[src/rtl/ssd_pkg.sv]
// Shared constants and helpers for the multiplexed seven-segment scan controller:
// glyph table, dark-cathode pattern, blink phase type and slot-length math.
package ssd_pkg;

  localparam logic [7:0] SEG_OFF = 8'hFF;

  // Active-low {dp,g,f,e,d,c,b,a} glyphs for hex 0-F, decimal point dark.
  localparam logic [7:0] SEG_LUT [16] = '{
    8'hC0, 8'hF9, 8'hA4, 8'hB0, 8'h99, 8'h92, 8'h82, 8'hF8,
    8'h80, 8'h90, 8'h88, 8'h83, 8'hC6, 8'hA1, 8'h86, 8'h8E
  };

  typedef enum logic {
    BLINK_OFF = 1'b0,
    BLINK_ON  = 1'b1
  } blink_phase_e;

  // Clock cycles each digit is held so the whole frame refreshes at refr_rate Hz.
  function automatic int calc_slot(input int clk_per, input int refr_rate,
                                   input int num_digits);
    longint den;
    longint q;
    den = longint'(clk_per) * longint'(refr_rate) * longint'(num_digits);
    q   = 64'sd1_000_000_000 / den;
    return (q < 1) ? 1 : int'(q);
  endfunction

  function automatic int width_of(input int n);
    return (n > 1) ? $clog2(n) : 1;
  endfunction

endpackage

[src/rtl/ssd_scan_timer.sv]
// Slot prescaler and digit index: holds each digit for SLOT cycles and flags
// the cycle on which the scan wraps from the last digit back to digit 0.
module ssd_scan_timer
  import ssd_pkg::*;
#(
  parameter int NUM_DIGITS = 8,
  parameter int SLOT       = 1,
  localparam int IDX_W     = width_of(NUM_DIGITS),
  localparam int SLOT_W    = width_of(SLOT)
) (
  input  logic             clk,
  input  logic             rst_n,
  output logic [IDX_W-1:0] digit_idx,
  output logic             wrap
);

  logic [SLOT_W-1:0] slot_cnt;
  logic              slot_last;
  logic              digit_last;

  assign slot_last  = (slot_cnt == SLOT_W'(SLOT - 1));
  assign digit_last = (digit_idx == IDX_W'(NUM_DIGITS - 1));
  assign wrap       = slot_last && digit_last;

  // NOTE: flops use non-blocking (<=) so every register samples pre-edge values.
  always_ff @(posedge clk or negedge rst_n) begin
    if (!rst_n) begin
      slot_cnt  <= '0;
      digit_idx <= '0;
    end else if (slot_last) begin
      slot_cnt  <= '0;
      digit_idx <= digit_last ? '0 : digit_idx + IDX_W'(1);
    end else begin
      slot_cnt  <= slot_cnt + SLOT_W'(1);
    end
  end

endmodule

[src/rtl/ssd_scan_ctrl.sv]
// Multiplexed seven-segment display controller: tear-free shadowed digit data,
// PWM brightness, per-digit blink and registered active-low anode/cathode drive.
module ssd_scan_ctrl
  import ssd_pkg::*;
#(
  parameter int NUM_DIGITS   = 8,
  parameter int CLK_PER      = 10,
  parameter int REFR_RATE    = 1000,
  parameter int BRIGHT_W     = 4,
  parameter int BLINK_FRAMES = 250
) (
  input  logic                    Clk,
  input  logic                    Reset_n,
  input  logic [4*NUM_DIGITS-1:0] value,
  input  logic [NUM_DIGITS-1:0]   dp,
  input  logic [NUM_DIGITS-1:0]   blank,
  input  logic [NUM_DIGITS-1:0]   blink_en,
  input  logic [BRIGHT_W-1:0]     brightness,
  input  logic                    load,
  output logic [NUM_DIGITS-1:0]   anode,
  output logic [7:0]              cathode,
  output logic                    frame_done
);

  localparam int SLOT    = calc_slot(CLK_PER, REFR_RATE, NUM_DIGITS);
  localparam int IDX_W   = width_of(NUM_DIGITS);
  localparam int BLINK_W = width_of(BLINK_FRAMES);

  typedef struct packed {
    logic [4*NUM_DIGITS-1:0] value;
    logic [NUM_DIGITS-1:0]   dp;
    logic [NUM_DIGITS-1:0]   blank;
    logic [NUM_DIGITS-1:0]   blink_en;
  } shadow_t;

  localparam shadow_t SHADOW_RST = '{value: '0, dp: '0, blank: '1, blink_en: '0};

  logic [IDX_W-1:0]    digit_idx;
  logic                wrap;
  shadow_t             in_s, pend, act;
  logic [BRIGHT_W-1:0] pwm_cnt;
  logic [BLINK_W-1:0]  blink_cnt;
  blink_phase_e        blink_phase;
  logic                lit;
  logic [3:0]          digit_nib;
  logic [NUM_DIGITS-1:0] anode_d;
  logic [7:0]          cathode_d;

  ssd_scan_timer #(.NUM_DIGITS(NUM_DIGITS), .SLOT(SLOT)) u_timer (
    .clk       (Clk),
    .rst_n     (Reset_n),
    .digit_idx (digit_idx),
    .wrap      (wrap)
  );

  assign in_s = {value, dp, blank, blink_en};

  // Display data only changes at the frame boundary so a frame never mixes old and new glyphs.
  always_ff @(posedge Clk or negedge Reset_n) begin
    if (!Reset_n) begin
      pend <= SHADOW_RST;
      act  <= SHADOW_RST;
    end else begin
      if (load) pend <= in_s;
      if (wrap) act  <= load ? in_s : pend;
    end
  end

  always_ff @(posedge Clk or negedge Reset_n) begin
    if (!Reset_n) begin
      pwm_cnt     <= '0;
      blink_cnt   <= '0;
      blink_phase <= BLINK_ON;
    end else begin
      pwm_cnt <= pwm_cnt + BRIGHT_W'(1);
      if (wrap) begin
        if (blink_cnt == BLINK_W'(BLINK_FRAMES - 1)) begin
          blink_cnt   <= '0;
          blink_phase <= (blink_phase == BLINK_ON) ? BLINK_OFF : BLINK_ON;
        end else begin
          blink_cnt <= blink_cnt + BLINK_W'(1);
        end
      end
    end
  end

  // NOTE: every output of this block gets a default first, so no path can infer a latch.
  always_comb begin
    anode_d   = '1;
    cathode_d = SEG_OFF;
    digit_nib = act.value[{digit_idx, 2'b00} +: 4];
    lit       = (pwm_cnt <= brightness) && !act.blank[digit_idx] &&
                !(act.blink_en[digit_idx] && (blink_phase == BLINK_OFF));
    if (lit) begin
      anode_d   = ~(NUM_DIGITS'(1) << digit_idx);
      cathode_d = {~act.dp[digit_idx], SEG_LUT[digit_nib][6:0]};
    end
  end

  always_ff @(posedge Clk or negedge Reset_n) begin
    if (!Reset_n) begin
      anode      <= '1;
      cathode    <= SEG_OFF;
      frame_done <= 1'b0;
    end else begin
      anode      <= anode_d;
      cathode    <= cathode_d;
      frame_done <= wrap;
    end
  end

endmodule
[config.mk]
export PLATFORM = sky130hd
export DESIGN_NAME = ssd_scan_ctrl
export DESIGN_NICKNAME = d
export VERILOG_FILES = /design/src/rtl/ssd_pkg.sv /design/src/rtl/ssd_scan_timer.sv /design/src/rtl/ssd_scan_ctrl.sv
export SDC_FILE = /design/constraint.sdc
export NUM_CORES = 1
export LEC_CHECK = 0
export ABC_AREA = 1
export CORE_MARGIN = 2
export CORE_UTILIZATION = 38
export CTS_CLUSTER_DIAMETER = 60
export DETAILED_ROUTE_END_ITERATION = 8
export PLACE_DENSITY = 0.6
export SKIP_LAST_GASP = 1
export SLEW_MARGIN = 20
export SYNTH_ARGS = -nofsm -noshare
export SYNTH_HDL_FRONTEND = slang
export SYNTH_SLANG_ARGS = --single-unit
[constraint.sdc]
create_clock -name Clk -period 1.8 [get_ports Clk]
set_input_delay 0.36 -clock Clk [delete_from_list [all_inputs] [get_ports Clk]]
set_output_delay 0.36 -clock Clk [all_outputs]
set_load 0.03 [all_outputs]
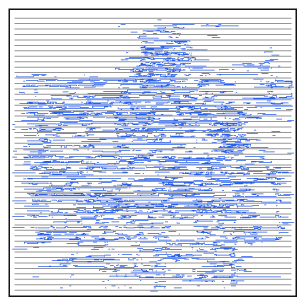
(run_1/layer_met1.png)
Drawn at 2 px/um. Supply wires on this layer in grey.
nets with wire on the layer: 982
wire length on this layer: 8,190 um
main direction: horizontal
longest straight run: 46.9 um
share of all routed wire: 50%

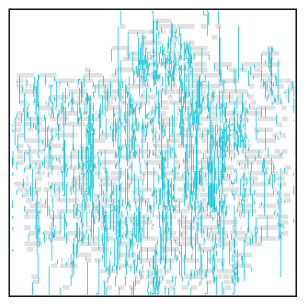
(run_1/layer_met2.png)
Drawn at 2 px/um. Cells faint in the background.
longest straight run: 54.4 um
share of all routed wire: 46%
nets with wire on the layer: 787

==> results.sh, run 1 <==
# implementation run metrics
export IMPL_fmax_ghz=0.554
export IMPL_ys_seq_frac=0.549
export IMPL_status="complete, but fails checks"
export IMPL_htreeDepth=4
export IMPL_final_fill_count=1832
export IMPL_power_leader="sequential cells"
export IMPL_clock_power_w=0.00331
export IMPL_clock_power_share=0.444
export IMPL_cts_root_buf="clkbuf_16"
export IMPL_antenna_found_initial=0
export IMPL_edf_count=0
export IMPL_violations="setup timing"
export IMPL_final_common_cell="nand2_1"
export IMPL_drive_above_1_share=0.164
export IMPL_diodes=0
export IMPL_ff_type="dfrtp_1"
export IMPL_core_area_um2=18800
export IMPL_cts_tree="done"
export IMPL_top_cells_by_count="nand2_1 (404), dfrtp_1 (126), inv_1 (74)"
export IMPL_cp_start_kind="register"
export IMPL_drc=0
export IMPL_endpoint_kind="register"
export IMPL_largest_area_cell="dfrtp_1"
export IMPL_place_detailed_hpwl_um=11500
export IMPL_combinationalPower_w=0.000427
export IMPL_cap_viol_max_count=0
export IMPL_drt_first_pass_iters=6
export IMPL_setup_viol_count_final=1
export IMPL_worst_slack_ns=-0.00572
export IMPL_hold_viol=0
export IMPL_path_cells="clkbuf_16 -> nand2_1 -> nand3_1 -> nand2_2 -> o21ai_4 -> buf_4 -> ha_1 -> nand3_1 -> nand2_1 -> nand2_1 -> nand3_1"
export IMPL_synthArstFlopShare=1.00
export IMPL_finalNetCount=1084
export IMPL_cp_max_fo=6
export IMPL_core_rowCount=50
export IMPL_routed_wl_um=16500
export IMPL_stdcell_area_um2=9500
export IMPL_tool_warnings=37
export IMPL_synthTopCellsByArea="dfrtp_1 (43%), nand2_1 (21%), dfstp_2 (12%), nand3_1 (4.1%), inv_1 (3.8%)"
export IMPL_p_comb_frac=0.057
export IMPL_max_stage_delay_ns=0.46
export IMPL_chipArea_um2=20400
export IMPL_via_per_inst=4.55
export IMPL_pre_cts_ws_ns=-0.280
export IMPL_synth_net_count=965
export IMPL_portBuffers=79
export IMPL_grt_pass1_vias=5779
export IMPL_max_vdd_ir_drop_mv=0.593
export IMPL_tns_ns=-0.00572
export IMPL_switchingPower_w=0.00173
export IMPL_share_seq_of_total_power=0.499
export IMPL_die_h_um=143
export IMPL_grt_pass1_wl_um=27800
export IMPL_path_clk_slew_ns=0.07
export IMPL_finalClockSkew_ns=0.00874
export IMPL_crit_type="reg -> reg"
export IMPL_fin_hold_ws_ns=0.437
export IMPL_yosys_area_um2=7320
export IMPL_relSlewSlack=0.668
export IMPL_crit_path_top_delay_cell="dfrtp_2"
export IMPL_ant_nets=0
export IMPL_critical_path_required_ns=2.16
export IMPL_grt_max_degree=49
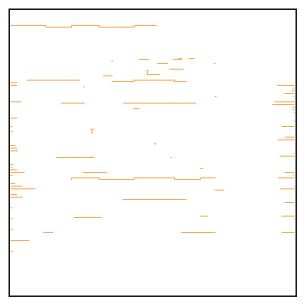
(run_1/layer_met3.png)
Drawn at 2 px/um.
wire length on this layer: 594 um
longest straight run: 35.9 um
share of all routed wire: 3.6%
main direction: horizontal
nets with wire on the layer: 67

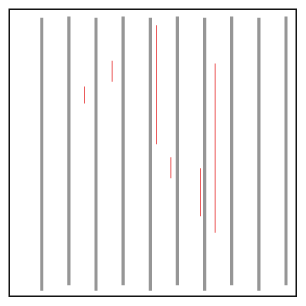
(run_1/layer_met4.png)
Drawn at 2 px/um. Supply wires on this layer in grey.
longest straight run: 84.3 um
main direction: vertical
nets with wire on the layer: 3
share of all routed wire: 1.2%
wire length on this layer: 196 um

run 1: sequential cells by signal (all words and copies together), names as in the netlist:
name	cells
act	56
pend	56
u_timer.slot_cnt	14
anode	8
blink_cnt	8
cathode	8
pwm_cnt	4
u_timer.digit_idx	3
blink_phase	1
frame_done	1
run 1: cells by family after synthesis:
logic type | Yosys count | share of synthesized area
AND/OR/NAND/NOR | 524 | 0.294
flip-flops | 159 | 0.549
XOR/XNOR | 11 | 0.0132
AND-OR/OR-AND | 56 | 0.0417
buffers and inverters | 112 | 0.0684
adder cells (fa/ha/maj) | 20 | 0.0342
run 1: through the flow:
step           utilization  cells
5_1_grt              0.505   1274
2_1_floorplan            -    882
3_5_place_dp         0.460   1229
4_1_cts              0.488   1262
6_report             0.505   1274
3_3_place_gp         0.460   1229
run 1: routing by layer:
layer / wire length (um) / global-route usage
met1: 8190 / 0.241
met3: 594 / 0.0406
met4: 195 / 0.0526
met2: 7520 / 0.268
met5: 0 / 0
run 1: area by class of cell:
class                   count  area [um^2]  share of cell area
flip-flops and latches    159         4020               0.423
multi-input cells         611         2960               0.311
repair buffers            133         1350               0.142
clock buffers              21          460              0.0485
well taps                 260          325              0.0342
inverters                  79          302              0.0317
clock inverters            11         81.3             0.00856
run 1: path summary, 6_finish.rpt:
check / startpoint / end
max in group asynchronous: Reset_n / pend[15]
min in group asynchronous: Reset_n / pend[31]
setup reg to reg: u_timer.digit_idx[0] / cathode[0]
hold / removal: load / pend[30]
setup / recovery: u_timer.digit_idx[0] / cathode[0]
hold reg to reg: act[11] / act[11]
run 1: repair_timing:
item | in CTS | in global routing
hold buffers | 1 | 0
setup buffers | 0 | 10
pin swaps | 0 | 13
gates cloned | 0 | 2
endpoints found under the hold margin | 42 | 0
gates resized | 20 | 42
endpoints found under the setup margin | 61 | 75
==> run 2: changes to the inputs <==
GPL_ROUTABILITY_DRIVEN = 0   (was default)
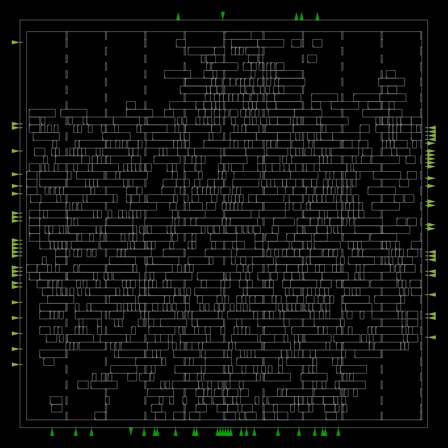
(run_2/placement.png)
Tapcell Cnt: 260
CORE AREA: 18,800 um^2
Layout Cells excl Fill: 1,274
Filler Cell Count: 1,832

==> run 2 against run 1 <==
Against the previous run:
- the run still ends with setup timing left
- first-iteration DRC count is the same
- maximum frequency is the same
- clock-buffer cell count is the same
- critical path depth is the same
- global-route usage is the same
- non-clock buffer count is the same
- register-to-register slack is essentially flat
- critical endpoint unchanged
==> results.sh, run 2 <==
# implementation run metrics
export IMPL_worst_slack_ns=-0.00572
export IMPL_crit_type="reg -> reg"
export IMPL_met1_usage=0.241
export IMPL_critical_path_required_ns=2.16
export IMPL_violations="setup timing"
export IMPL_tool_warnings=37
export IMPL_final_util=0.505
export IMPL_rr_endpoint="cathode[0]"
export IMPL_met2_usage=0.268
export IMPL_edf_count=0
export IMPL_share_seq_of_total_power=0.499
export IMPL_synthTopCellsByArea="dfrtp_1 (43%), nand2_1 (21%), dfstp_2 (12%), nand3_1 (4.1%), inv_1 (3.8%)"
export IMPL_status="complete, but fails checks"
export IMPL_ctsResizeCount=20
export IMPL_portBuffers=79
export IMPL_ys_seq_frac=0.549
export IMPL_finalNetCount=1084
export IMPL_yosys_area_um2=7320
export IMPL_grt_max_degree=49
export IMPL_drive_above_1_share=0.164
export IMPL_relSlewSlack=0.668
export IMPL_antenna_found_initial=0
export IMPL_path_cells="clkbuf_16 -> nand2_1 -> nand3_1 -> nand2_2 -> o21ai_4 -> buf_4 -> ha_1 -> nand3_1 -> nand2_1 -> nand2_1 -> nand3_1"
export IMPL_largest_area_cell="dfrtp_1"
export IMPL_setup_viol_count_final=1
export IMPL_layout_area_comb_um2=2960
export IMPL_diodes=0
export IMPL_routed_wl_um=16500
export IMPL_place_detailed_hpwl_um=11500
export IMPL_pre_cts_ws_ns=-0.280
export IMPL_cts_setup_buffers=0
export IMPL_stdcell_area_um2=9500
export IMPL_cap_viol_max_count=0
export IMPL_fmax_ghz=0.554
export IMPL_dp_cells=1229
export IMPL_die_h_um=143
export IMPL_final_common_cell="nand2_1"
export IMPL_drt_first_pass_iters=6
export IMPL_drc=0
export IMPL_ant_nets=0
export IMPL_top_regs="act (56), pend (56), u_timer.slot_cnt (14)"
export IMPL_hold_end="pend[30]"
export IMPL_via_per_inst=4.55
export IMPL_htreeDepth=4
export IMPL_tns_ns=-0.00572
export IMPL_chipArea_um2=20400
export IMPL_busiest_layer="met2"
export IMPL_grt_pass1_wl_um=27800
export IMPL_path_clk_slew_ns=0.07
export IMPL_hold_buffers=1
export IMPL_grt_pass1_vias=5779
export IMPL_finalClockSkew_ns=0.00874
export IMPL_synth_net_count=965
export IMPL_crit_path_top_delay_cell="dfrtp_2"
export IMPL_r2r_start="u_timer.digit_idx[0]"
export IMPL_core_rowCount=50
export IMPL_fin_hold_ws_ns=0.437
export IMPL_cp_start_kind="register"
export IMPL_regArea_um2=4020
export IMPL_max_stage_delay_ns=0.46
[run 2: cell counts after synthesis]
No cell type changed its count.
[run 2: cell families after synthesis]
kind of cell,after synthesis,share of synthesized area
and+or+nand+nor,524,0.294
buffers and inverters,112,0.0684
AOI/OAI and AO/OA,56,0.0417
xor gates and xnor gates,11,0.0132
DFF,159,0.549
adders and majority gates,20,0.0342
[run 2: worst max path at each step]
stage / from / to / slack (ns)
floorplan: u_timer.digit_idx[0] / cathode[0] / 0.03
global placement: brightness[1] / anode[6] / -0.21
detailed placement: brightness[3] / anode[6] / -0.28
CTS: u_timer.digit_idx[0] / cathode[0] / 0.02
global route: u_timer.digit_idx[0] / cathode[0] / -0.09
finish: u_timer.digit_idx[0] / cathode[0] / -0.006
[run 2: power by group through the flow]
stage               Clock, W  Sequential [W]  Combinational [W]
floorplan                  0         0.00378           0.000159
global placement           0         0.00379           0.000433
detailed placement         0         0.00379           0.000438
CTS                  0.00340         0.00373           0.000442
global route         0.00355         0.00373           0.000493
finish               0.00331         0.00373           0.000427
[run 2: layout make-up]
| cell class | instances | share of cell area |
|---|---|---|
| sequential | 159 | 0.423 |
| clock inverter | 11 | 0.00856 |
| timing repair buffer | 133 | 0.142 |
| multi-input combinational | 611 | 0.311 |
| tap | 260 | 0.0342 |
| clock buffer | 21 | 0.0485 |
| inverter | 79 | 0.0317 |
[run 2: worst max-delay path, delay by kind of cell, from the launching register on]
family | cells | cell delay [ns]
adders and majority gates | 1 | 0.14
DFF | 1 | 0.46
and+or+nand+nor | 7 | 0.59
AOI/OAI and AO/OA | 1 | 0.23
buffers and inverters | 2 | 0.32
[run 2: per-layer routing]
layer / wire [um] / vias up
met1: 8190 / 2690
met4: 195 / 0
met2: 7520 / 102
met3: 594 / 16
met5: 0 / -
li1: - / 2992
Power is estimated from default activity; no workload was simulated.
